### M1 wires

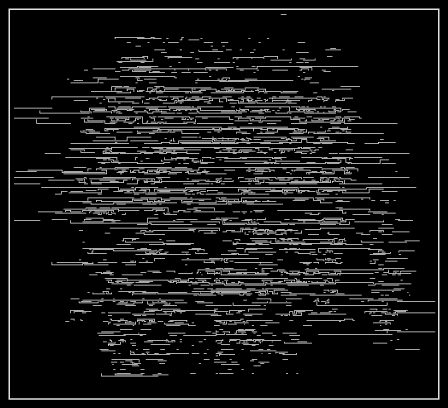
### The metal 2 layer

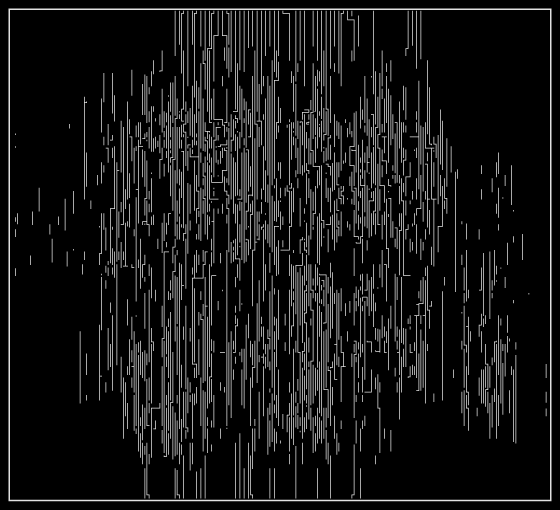
### Met3 routing

The bar under the picture is 20 um long. Cells faint in the background.
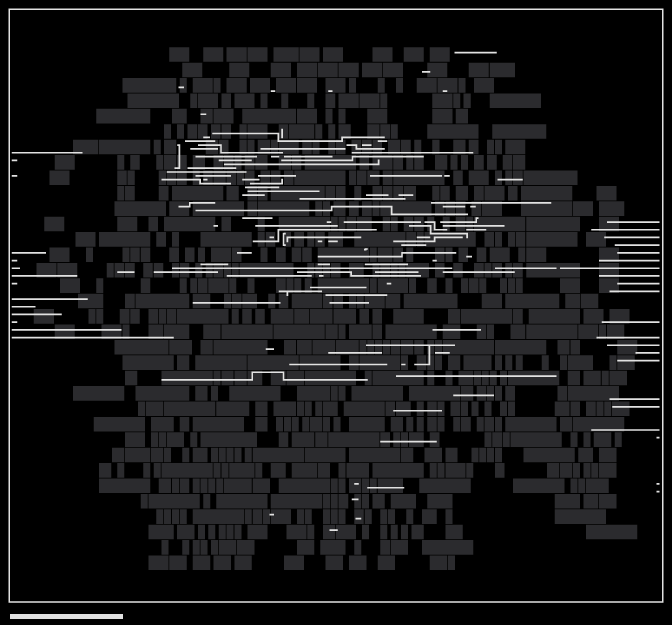
### M4 wires

The bar under the picture is 20 um long.
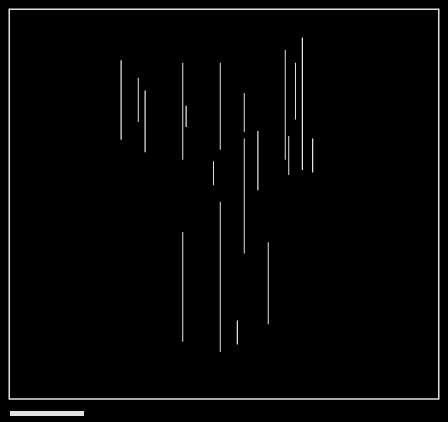
### src/rtl/digit_rotator.sv
// Multi-digit display register: rotates, holds or shifts in digits on a prescaled tick; optional blank_mask via DIGIT_ROTATOR_BLANK_EN.
// Latency: loads and steps are visible on digits/tick_out one cycle after the accepting or firing edge.
// Backpressure: load_ready drops for one cycle after each accepted load; a load on a firing edge drops that step.
module digit_rotator #(
    parameter int DIGIT_W    = 4,
    parameter int NUM_DIGITS = 8,
    parameter int DIV_W      = 24
) (
    input  logic                          clk,
    input  logic                          rst,
    input  logic [1:0]                    mode,
    input  logic [DIV_W-1:0]              step_div,
    input  logic [DIGIT_W-1:0]            shift_in,
    input  logic                          load_valid,
    input  logic [DIGIT_W*NUM_DIGITS-1:0] load_data,
    output logic                          load_ready,
    output logic [DIGIT_W*NUM_DIGITS-1:0] digits,
    output logic                          tick_out
`ifdef DIGIT_ROTATOR_BLANK_EN
    ,
    output logic [NUM_DIGITS-1:0]         blank_mask
`endif
);

    localparam int VW = DIGIT_W * NUM_DIGITS;

    localparam logic [1:0] MODE_ROL   = 2'b00;
    localparam logic [1:0] MODE_ROR   = 2'b01;
    localparam logic [1:0] MODE_SHIFT = 2'b11;

    // Digit i powers up showing i+1, wrapped to the digit width.
    function automatic logic [VW-1:0] reset_digits();
        logic [VW-1:0] v;
        v = '0;
        for (int i = 0; i < NUM_DIGITS; i++) begin
            v[DIGIT_W*i +: DIGIT_W] = DIGIT_W'(i + 1);
        end
        return v;
    endfunction

    localparam logic [VW-1:0] RESET_DIGITS = reset_digits();

    logic [DIV_W-1:0] count;
    logic [VW-1:0]    next_digits;
    logic             fire;
    logic             accept;

    assign fire   = (count >= step_div);
    assign accept = load_valid && load_ready;

    always_comb begin
        next_digits = digits;
        case (mode)
            MODE_ROL:   next_digits = {digits[VW-DIGIT_W-1:0], digits[VW-1 -: DIGIT_W]};
            MODE_ROR:   next_digits = {digits[DIGIT_W-1:0], digits[VW-1:DIGIT_W]};
            MODE_SHIFT: next_digits = {digits[VW-DIGIT_W-1:0], shift_in};
            default:    next_digits = digits;
        endcase
    end

    // A load on a firing edge restarts the prescaler and swallows the step.
    always_ff @(posedge clk or posedge rst) begin
        if (rst) begin
            digits     <= RESET_DIGITS;
            count      <= '0;
            load_ready <= 1'b1;
            tick_out   <= 1'b0;
        end else begin
            load_ready <= !accept;
            tick_out   <= fire && !accept;
            if (accept) begin
                digits <= load_data;
                count  <= '0;
            end else if (fire) begin
                digits <= next_digits;
                count  <= '0;
            end else begin
                count  <= count + DIV_W'(1);
            end
        end
    end

`ifdef DIGIT_ROTATOR_BLANK_EN
    // Leading-zero digits above index 0 are blanked; digit 0 always shows.
    function automatic logic [NUM_DIGITS-1:0] blank_of(input logic [VW-1:0] v);
        logic [NUM_DIGITS-1:0] m;
        logic                  zero_above;
        m          = '0;
        zero_above = 1'b1;
        for (int i = NUM_DIGITS - 1; i >= 1; i--) begin
            if (v[DIGIT_W*i +: DIGIT_W] != '0) zero_above = 1'b0;
            m[i] = zero_above;
        end
        return m;
    endfunction

    always_ff @(posedge clk or posedge rst) begin
        if (rst) begin
            blank_mask <= '0;
        end else if (accept) begin
            blank_mask <= blank_of(load_data);
        end else if (fire) begin
            blank_mask <= blank_of(next_digits);
        end
    end
`endif

endmodule

### config.mk
export PLATFORM = sky130hd
export DESIGN_NAME = digit_rotator
export DESIGN_NICKNAME = d
export VERILOG_FILES = /design/src/rtl/digit_rotator.sv
export SDC_FILE = /design/constraint.sdc
export NUM_CORES = 1
export LEC_CHECK = 0
export ABC_AREA = 1
export CORE_ASPECT_RATIO = 0.9
export CORE_MARGIN = 4
export CORE_UTILIZATION = 40
export CTS_BUF_LIST = sky130_fd_sc_hd__clkbuf_4 sky130_fd_sc_hd__clkbuf_8 sky130_fd_sc_hd__clkbuf_16
export CTS_CLUSTER_DIAMETER = 40
export DETAILED_ROUTE_END_ITERATION = 6
export GPL_ROUTABILITY_DRIVEN = 0
export GPL_TIMING_DRIVEN = 0
export PLACE_DENSITY = 0.74
export SETUP_SLACK_MARGIN = 0.15
export SYNTH_ARGS = -nofsm -noshare
export SYNTH_HDL_FRONTEND = slang
export SYNTH_SLANG_ARGS = --single-unit
### constraint.sdc
create_clock -name clk -period 2.1 [get_ports clk]
set_input_delay 0.42 -clock clk [delete_from_list [all_inputs] [get_ports clk]]
set_output_delay 0.42 -clock clk [all_outputs]
set_load 0.02 [all_outputs]
==> CHANGELOG.md <==
### Metrics

* Placement Cell Area at 0.00529 mm2
* Sequential element share of the synthesized area at 35.5%
* Area fraction in mux cells at 0%
* Residual DRC count at 6
* Number of DRC markers in iteration 0 at 477
* Combinational fraction of the cell area at 41.7%
* Async set-reset flop share out of synthesis at 100%
* Total negative slack at 0 ns
* Yosys adder share at 7.57%
* Fillers at 851
* Crit-path max FO at 6
* Cell area after synthesis at 0.00413 mm2
* Area of combinational cells with multiple inputs at 0.00257 mm2
* Req. time, crit path at 2.31 ns
* Tapcells inserted at 126
* Pwr/cell area at 661 mW/mm2
* Final number of max-transition violations at 0
* Num ports at 99
* Layout cells sized above 1 at 20.9%
* Inverter tally of the final layout excluding the clock network at 70
* Distinct cell type count after synthesis at 32
* Initial antenna violation count at 0
* Simple Share, Synth at 35.4%
* Slew Limit Headroom at 62.5%
* Proportion of cell area spent on the clock network at 4.49%
* Total detailed-routing wirelength at 13,900 um
* Category of the worst setup path capture point: flop
* Site row count at 34
* Number of levels the H-tree was split into at 3
* Worst Setup Start Kind: flop
* Worst reg2reg setup slack at 0.04 ns
* Number of synthesized register bits at 58
* Grt met3 use at 6.28%
* Biggest cell category by area in the final layout: logic gates
* Result of the run: finished with violations
* Yosys top cell area share at 26.6%
* Horizontal die dimension at 115 um
* Worst setup slack after layout at 0.0437 ns
* Number of input and output port buffers inserted at 98
* Most frequent cell after synthesis: nand2_1
* Post-synth EDFFs at 0
* Clock Buffer Count at 13
* Total non-filler cell area in the finished layout at 0.00615 mm2
* Violations in the final reports: design-rule violations
* Largest net degree at the start of global routing at 36
* ANT cells at 0
* Sequential cell count at 58
* Wire length on met1 at 5610 um
* Wire length of the first global-routing pass at 20,900 um
* Top Metal Used: met4
* Slew of the pin with the lowest slew margin at 0.563 ns
* Summed standard-cell area reported by yosys at 0.00413 mm2
* Worst setup path endpoint: digits[12]
* Max Freq at 486 MHz
* Total die size at 0.0120 mm2
* Average detailed-routed wire length per instance at 16.5 um
* Hpwl dp at 9590 um
* Parity-gate share of the synthesized area counting xor and xnor cells at 1.70%
* Cell total after placement at 807
* Crit path from: count[19]
* Cell type with the largest total area: dfrtp_1
* Cells on worst reg2reg path at 12
* Y dimension of the die at 104 um
* Worst Setup Path Type: reg2reg
-- 'M1 wires' (at the start) --
main direction = horizontal
nets with wire on the layer = 739
share of all routed wire = 40%
longest straight run = 33.1 um
wire length on this layer = 5,610 um

-- 'The metal 2 layer' (at the start) --
wire length on this layer = 6,770 um
longest straight run = 37.4 um
share of all routed wire = 49%
main direction = vertical
nets with wire on the layer = 684

-- 'Met3 routing' (at the start) --
main direction = horizontal
share of all routed wire = 8.6%
nets with wire on the layer = 110

-- 'M4 wires' (at the start) --
wire length on this layer = 362 um
main direction = vertical
longest straight run = 40.1 um
nets with wire on the layer = 17
share of all routed wire = 2.6%

## flip-flops by register name, summed over array words and instances (netlist names)
| register | flops |
|---|---|
| load_ready | 1 |
| count | 24 |
| tick_out | 1 |
| digits | 32 |
## report_power, final
group | total [mW] | leakage (nW) | switching, mW | internal (mW)
combinational | 1.23 | 2.11 | 0.659 | 0.571
sequential | 1.49 | 0.733 | 0.194 | 1.30
clock | 1.34 | 0.144 | 0.482 | 0.862
## worst max-delay path, stage by stage (launching register included)
cell and delay [ns]:
dfrtp_1 0.42, ha_4 0.30, nand2_4 0.05, nor2_2 0.08, nand4_1 0.21, nor2_1 0.19, nand2_2 0.08, buf_4 0.15
nand3_4 0.09, nand2_8 0.09, clkbuf_16 0.17, nand3_1 0.06, nand2_1 0.06
No activity file was given, so power comes from the tool's default toggle rates.
